==> images/congestion.png <==
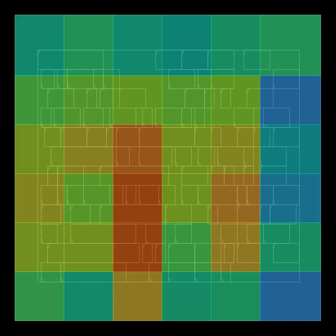
==> images/sizes.png <==
The bar under the picture is 10 µm long.
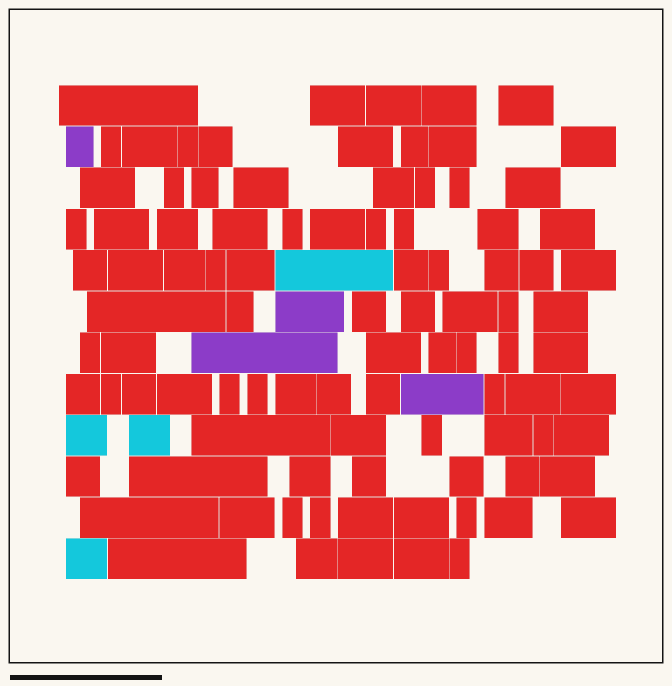
==> images/wires.png <==
Only two layers are drawn.
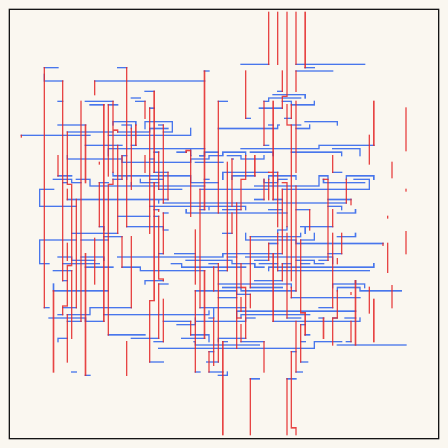
==> config.mk <==
export PLATFORM = sky130hd
export DESIGN_NAME = control_sequencer
export DESIGN_NICKNAME = d
export VERILOG_FILES = /design/src/rtl/control_sequencer_pkg.sv /design/src/rtl/control_sequencer_ring_counter.sv /design/src/rtl/control_sequencer.sv
export SDC_FILE = /design/constraint.sdc
export NUM_CORES = 1
export LEC_CHECK = 0
export CAP_MARGIN = 0
export CORE_MARGIN = 3
export CORE_UTILIZATION = 44
export CTS_CLUSTER_DIAMETER = 40
export CTS_CLUSTER_SIZE = 20
export DETAILED_ROUTE_END_ITERATION = 8
export HOLD_SLACK_MARGIN = 0.06
export PLACE_DENSITY = 0.82
export SLEW_MARGIN = 20
export SYNTH_ARGS = -nofsm -noshare
export SYNTH_HDL_FRONTEND = slang
export SYNTH_HIERARCHICAL = 1
export SYNTH_SLANG_ARGS = --single-unit
==> constraint.sdc <==
create_clock -name clk -period 4.62 [get_ports clk]
set_input_delay 0.924 -clock clk [delete_from_list [all_inputs] [get_ports clk]]
set_output_delay 0.924 -clock clk [all_outputs]
set_load 0.02 [all_outputs]
==> run_results.csv <==
group,metric,value,unit
pwr,clock_power_share,14.3,%
outcome,result_of_the_run,"finished clean",
worst_setup_path,timing.critical_path.depth,5,
yosys,synth_adder_area_share,0,%
pwr,power.combinational.total,0.196,mW
timing,fin_crit_sh,87.7,%
flow_run,warnings,26,
timing,timing_hold_violations_final,0,
yosys,mux_area_share,11.6,%
layout,final_cell_count_no_fill,116,
pwr,cellPowerDensity,417,mW/mm²
timing,unrepaired_setup_endpoints_after_global_routing,"false",
worst_setup_path,criticalPathCategory,"in2out",
cts,clock_tree.buffer_depth,2,
routing,dr.first_iter.drc_count,4,
pwr,cellLeakagePower,0.323,nW
timing,worst_pin_slew,0.730,ns
yosys,synth.yosys.seq_area_share,29.3,%
cts,clk_root_buffer_cell,"clkbuf_4",
yosys,ys_area,603,µm²
routing,drt_pre_antenna_iters,4,
yosys,yosys_most_used_dff,"dfrtp_1",
worst_setup_path,r2r_cells,6,
worst_setup_path,timing.critical_path.fanout_max,4,
routing,met2WireLength,731,µm
grt,grt_util_met3,3.81,%
yosys,number_of_unique_standard_cell_types_used_by_synthesis,30,
cts,post_cts_resize_count,0,
placed_design,place.detailed.instances,112,
layout,stdcell_area,896,µm²
pwr,power.sequential.fraction,33.1,%
pwr,pwr.group.sequential,0.124,mW
timing,skew,0.000678,ns
grt,grt-ovfl-total,0,
placed_design,detailed_placement_hpwl,1.12,mm
routing,remaining_drc_errors,0,
pwr,overall_power_consumption,0.373,mW
cts,ctsHoldBuffers,0,
pwr,top_power_group,"combinational logic",
layout,nMultiInputCombCells,63,
hold_path,worstHoldPathType,"reg2reg",
layout,layout.area.comb,419,µm²
timing,final_worst_hold_slack,0.600,ns
placed_design,gp_routability_congestion,0.931,
layout,post_route_cells_drive_above_1_share,7.84,%
cts,cts-buffers-inserted,3,
routing,wirelength_met1,701,µm
layout,signal_buffers_share_of_area,26.8,%
Back to the opening pictures, congestion.png:
met2 Usage GRT: 31.4%
GRT busiest layer: met2

Back to the opening pictures, sizes.png:
purple -> _2 cells  # cells 4, share 3.9%
cyan -> _3 and _4 cells  # cells 4, share 3.9%
red -> _0 and _1 cells  # cells 94, share 92%
area delta synth->final: 48.5%
bufs w/o clock: 24
setup slack of the critical path after layout: 0.570 ns

Back to the opening pictures, wires.png:
blue -> metal 1  # wire length 702 µm
red -> metal 2  # wire length 732 µm
routed length per instance: 13.4 µm
final wirelength: 1.55 mm
total global routing track utilization: 18.6%

Power figures rest on the tool's default switching activity, not on a simulated workload.
